Run 1, a small window of the routed layout:
The bar under the picture is 10 um long. Window x 40 to 70, y 13 to 43 um. Cells in grey, sequential cells in the stronger grey; small squares are vias.
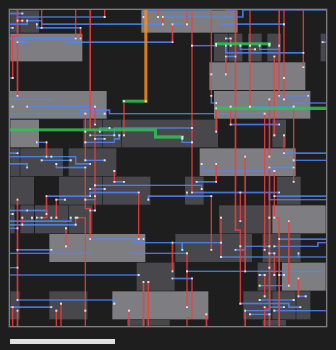
Run 1, clock wiring as the flow saved it:
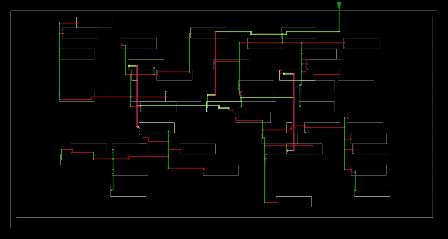
Run 1, met1 routing:
Supply wires on this layer in grey.
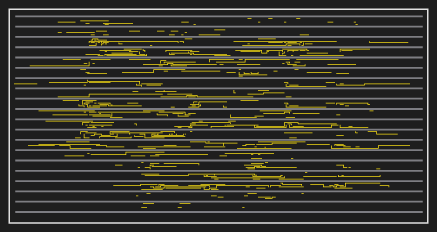
==> config.mk <==
export PLATFORM = sky130hd
export DESIGN_NAME = serial_adder
export DESIGN_NICKNAME = d
export VERILOG_FILES = /design/src/rtl/serial_adder_pkg.sv /design/src/rtl/full_adder.sv /design/src/rtl/serial_adder.sv
export SDC_FILE = /design/constraint.sdc
export NUM_CORES = 1
export LEC_CHECK = 0
export CAP_MARGIN = 20
export CORE_ASPECT_RATIO = 0.5
export CORE_UTILIZATION = 30
export CTS_CLUSTER_SIZE = 16
export DETAILED_ROUTE_END_ITERATION = 8
export PLACE_DENSITY = 0.48
export SYNTH_ARGS = -nofsm -noshare
export SYNTH_HDL_FRONTEND = slang
export SYNTH_SLANG_ARGS = --single-unit
==> constraint.sdc <==
create_clock -name clk -period 3.5 [get_ports clk]
set_input_delay 0.7 -clock clk [delete_from_list [all_inputs] [get_ports clk]]
set_output_delay 0.7 -clock clk [all_outputs]
set_load 0.01 [all_outputs]
==> flow_metrics.env, run 1 <==
# physical design summary
export IMPL_grt_pass1_wl_um=5540
export IMPL_grtUsageTotal=0.1220
export IMPL_maxCapViolations=0
export IMPL_yosysSeqAreaShare=0.5563
export IMPL_yosysUniqueCellTypes=26
export IMPL_yosysWarningCount=0
export IMPL_top_cell="dfrtp_1"
export IMPL_tool_warnings=26
export IMPL_rsz0062_at_grt="no"
export IMPL_power_density_nw_per_um2=903.0
export IMPL_clockBufferDepth=2
export IMPL_grt_max_degree=40
export IMPL_cp_data_arrival_time_ps=2110
export IMPL_cp_required_ps=2800
export IMPL_min_period_ps=2810
export IMPL_hold_buffers=0
export IMPL_edf_count=0
export IMPL_grt_pass1_vias=1151
export IMPL_die_h_um=56.07
export IMPL_ff_type="dfrtp_1"
export IMPL_busiest_layer="met1"
export IMPL_antenna_found_initial=0
export IMPL_setup_viol=0
export IMPL_nets=206
export IMPL_ys_sh_xor=0.004993
export IMPL_clock_fmax_ghz=0.3558
export IMPL_comb_area_sq_um=694.4
export IMPL_top_logic_kind="simple AND/OR/NAND/NOR gates"
export IMPL_hp_class="reg -> reg"
export IMPL_skew_ps=4.049
export IMPL_ir_drop_mv=0.3358
export IMPL_ios=32
export IMPL_r2r_slack_ps=1840
export IMPL_hold_depth=2
export IMPL_cts_tree="built"
export IMPL_synthArstFlopShare=1.000
export IMPL_syn_avg_cell_area_sq_um=11.32
export IMPL_fp_row_count=19
export IMPL_grt_overflow_total=0
export IMPL_status="finished clean"
export IMPL_yosys_stat_area_sq_um=1754
export IMPL_power_static_leakage_nw=0.9813
export IMPL_timing_hold_ws_ps=487.8
export IMPL_yosys_area_share_simple=0.1612
export IMPL_chipWidth_um=110.1
## Picture notes: 'a small window of the routed layout'
colour	layer
blue	met1
green	met3
red	met2
orange	met4
sequential cells in the window	9
cells with their middle in the window	37
most frequent	dfrtp_1 (9), nand2_1 (5), mux2i_1 (3)

## Picture notes: 'clock wiring as the flow saved it'
Clk. pwr: 425 uW
number of flip-flops and latches: 39
Clk Latency, worst-skew pair: 280 ps
clock buf count: 7
clk sinks: 39

## Picture notes: 'met1 routing'
nets with wire on the layer	176
longest straight run	27.1 um
share of all routed wire	53%
wire length on this layer	1660 um
main direction	horizontal
Routed WL: 3158 um
via count: 1179
met1 Use GR: 0.1781

[run 1: final cells by class]
type / instances / area share
Multi-Input combinational cell: 104 / 0.3136
Clock buffer: 7 / 0.05989
Timing Repair Buffer: 31 / 0.1379
Inverter: 2 / 0.004520
Tap cell: 73 / 0.04124
Sequential cell: 39 / 0.4407
Clock inverter: 1 / 0.002260
[run 1: routing by layer]
layer | vias up | part of all wire
met3 | 8 | 0.055
met5 | - | 0
met4 | 0 | 0.016
li1 | 595 | -
met1 | 546 | 0.53
met2 | 30 | 0.40
[run 1: cells by family after synthesis]
family | after synthesis
buf+inv | 12
flops | 39
xor+xnor | 1
mux | 16
simple gates | 59
fa+ha+maj | 3
compound gates | 25
[run 1: worst max-delay path: stages (launching register included)]
cell and delay [ps]:
dfrtp_1 730, nand2b_4 280, inv_4 250, clkdlybuf4s50_1 570
[run 1: metrics by stage]
step / util / power [mW] / worst slack, ps
3_3_place_gp: 0.3734 / 1.585 / 983.7
2_1_floorplan: - / 1.366 / 1934
3_5_place_dp: 0.3734 / 1.601 / 938.8
5_1_grt: 0.3981 / 2.174 / 539.1
4_1_cts: 0.3981 / 2.034 / 649.1
6_report: 0.3981 / 2.000 / 689.6
[run 1: power by group]
group | total, mW | switching, mW | internal [mW]
Clock | 0.425 | 0.162 | 0.263
Sequential | 0.829 | 0.165 | 0.664
Combinational | 0.746 | 0.337 | 0.409
Total | 2.00 | 0.663 | 1.34
[run 1: placed cells by master, fill, tap and decap left out, types with 2 or more instances in the layout]
cell and count:
nor2b_1 6, clkbuf_1 2, nand2_1 25, nand3_1 4
mux2_4 7, o22ai_1 10, nor2_1 11, o21ai_0 4
a21oi_1 4, nor3_1 10, a22o_1 2, a211oi_1 4
dfrtp_1 39, ha_1 2, clkdlybuf4s50_1 30, mux2i_1 5
mux2_2 4, clkbuf_16 5
Run 1, metal layers overlaid:
Only two layers are drawn.
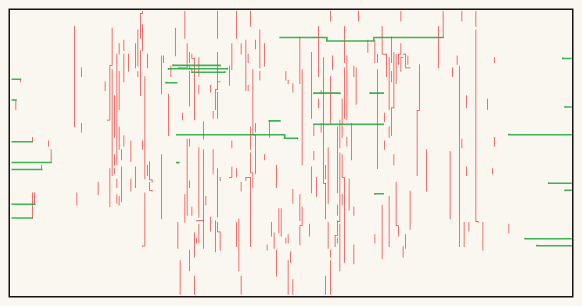

==> run 2, diff against run 1 <==
- PLACE_DENSITY: 0.48 -> 0.49
- clock period: 3.5 -> 2.27 ns (I/O delays scaled with it)
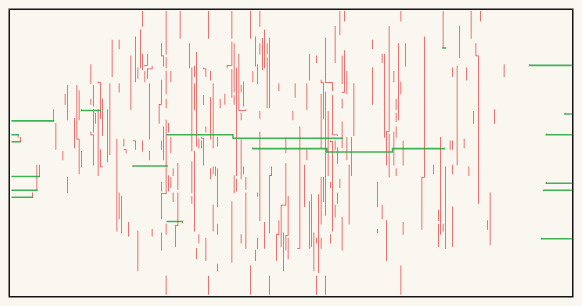
Run 2: metal layers overlaid
Only two layers are drawn.
colour	layer	wire length
red	met2	1420 um
green	met3	142 um
via count: 1213
WL/cell: 12.66 um
GRT Resource Usage Total: 0.1234
Routed WL: 3341 um

==> flow_metrics.env, run 2 <==
# physical design summary
export IMPL_status="finished clean"
export IMPL_syn_avg_cell_area_sq_um=11.32
export IMPL_hp_class="in -> async"
export IMPL_nets=213
export IMPL_seqPwrFrac=0.393
export IMPL_sw_frac_of_total=0.3325
export IMPL_clockPowerShare=0.210
export IMPL_insertion_delay_ps=280
export IMPL_power_density_nw_per_um2=1387
export IMPL_rsz0062_at_grt="no"
export IMPL_cp_max_fo=19
export IMPL_power_static_leakage_nw=1.016
export IMPL_yosysUniqueCellTypes=26
export IMPL_met3WireLength_um=142
export IMPL_clock_fmax_ghz=0.4922
export IMPL_layout_top_cells="dfrtp_1 (39), clkdlybuf4s50_1 (30), nand2_1 (25), nor2_1 (11)"
export IMPL_clock_sinks=39
export IMPL_crit_slowest_cell="clkdlybuf4s50_1"
export IMPL_wl_met2_um=1416
export IMPL_cp_required_ps=1820
export IMPL_cts_tree="built"
export IMPL_fp_row_count=19
export IMPL_cpPeakStageDelay_ps=570
export IMPL_maxCapViolations=0
export IMPL_skew_ps=4.137
export IMPL_synthArstFlopShare=1.000
export IMPL_tool_warnings=26
export IMPL_internal_power_mw=2.099
export IMPL_setup_viol=0
export IMPL_cp_data_arrival_time_ps=1580
export IMPL_routed_top_layer="met4"
export IMPL_top_cell="dfrtp_1"
export IMPL_worstPathCellList="nand2b_4 -> inv_4 -> clkdlybuf4s50_1"
export IMPL_p_switching_mw=1.046
export IMPL_grt_max_degree=23
export IMPL_ir_drop_mv=0.4217
export IMPL_ff_type="dfrtp_1"
export IMPL_fin_util=0.4076
export IMPL_p_comb_frac=0.397
export IMPL_ios=32
export IMPL_r2r_slack_ps=740
export IMPL_antenna_found_initial=0
export IMPL_edf_count=0
export IMPL_die_h_um=56.07
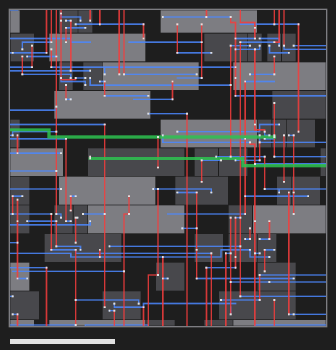
Run 2: a small window of the routed layout
The bar under the picture is 10 um long. Window x 40 to 70, y 13 to 43 um. Cells in grey, sequential cells in the stronger grey; small squares are vias.
colour	layer
red	met2
blue	met1
green	met3
most frequent	dfrtp_1 (10), nand2_1 (6), buf_4 (5)
cells with their middle in the window	41
sequential cells in the window	10

==> run 2: cell types whose count changed in the layout (fill, tap and decap cells not counted) <==
cell / delta
buf_4: +7
==> run 2: metal layers <==
metal	track usage	vias to the layer above
li1	-	609
met1	0.1814	579
met2	0.1696	20
met3	0.04684	5
met4	0.02820	0
met5	0	-
==> run 2: cell type report <==
class	instances	area, sq um
fill	560	3296
sequential	39	975.9
multi-input combinational	104	694.4
timing repair buffer	38	357.8
clock buffer	7	132.6
tap	73	91.34
inverter	2	10.01
clock inverter	1	5.005
==> run 2: cells by family after synthesis <==
group           share of synthesized area
xor+xnor                         0.004994
flops                              0.5564
fa+ha+maj                         0.02568
mux                                0.1141
compound gates                    0.08988
simple gates                       0.1612
buf+inv                           0.04778
==> run 2: critical path, delay by kind of cell, from the launching register on <==
family,cells,cell delay (ps)
buf+inv,2,740
simple gates,1,160
flops,1,400
==> run 2: power by group through the flow <==
stage	sequential, mW	clock [mW]	combinational (mW)
floorplan	1.23	0	0.876
global placement	1.25	0	1.24
detailed placement	1.26	0	1.26
CTS	1.25	0.677	1.27
global route	1.29	0.710	1.40
finish	1.24	0.659	1.25
==> run 2: metrics by stage <==
step                      total power, mW  worst slack (ps)  hold WS, ps  area, sq um
after floorplan                     2.106             842.5        158.4         1754
after global placement              2.498             536.0        389.9         2130
after detailed placement            2.517             527.2        389.7         2130
after CTS                           3.190             227.7        94.33         2267
after global routing                3.398             181.9        109.0         2267
final                               3.145             238.4        78.68         2267
Power and IR drop assume default switching activity.
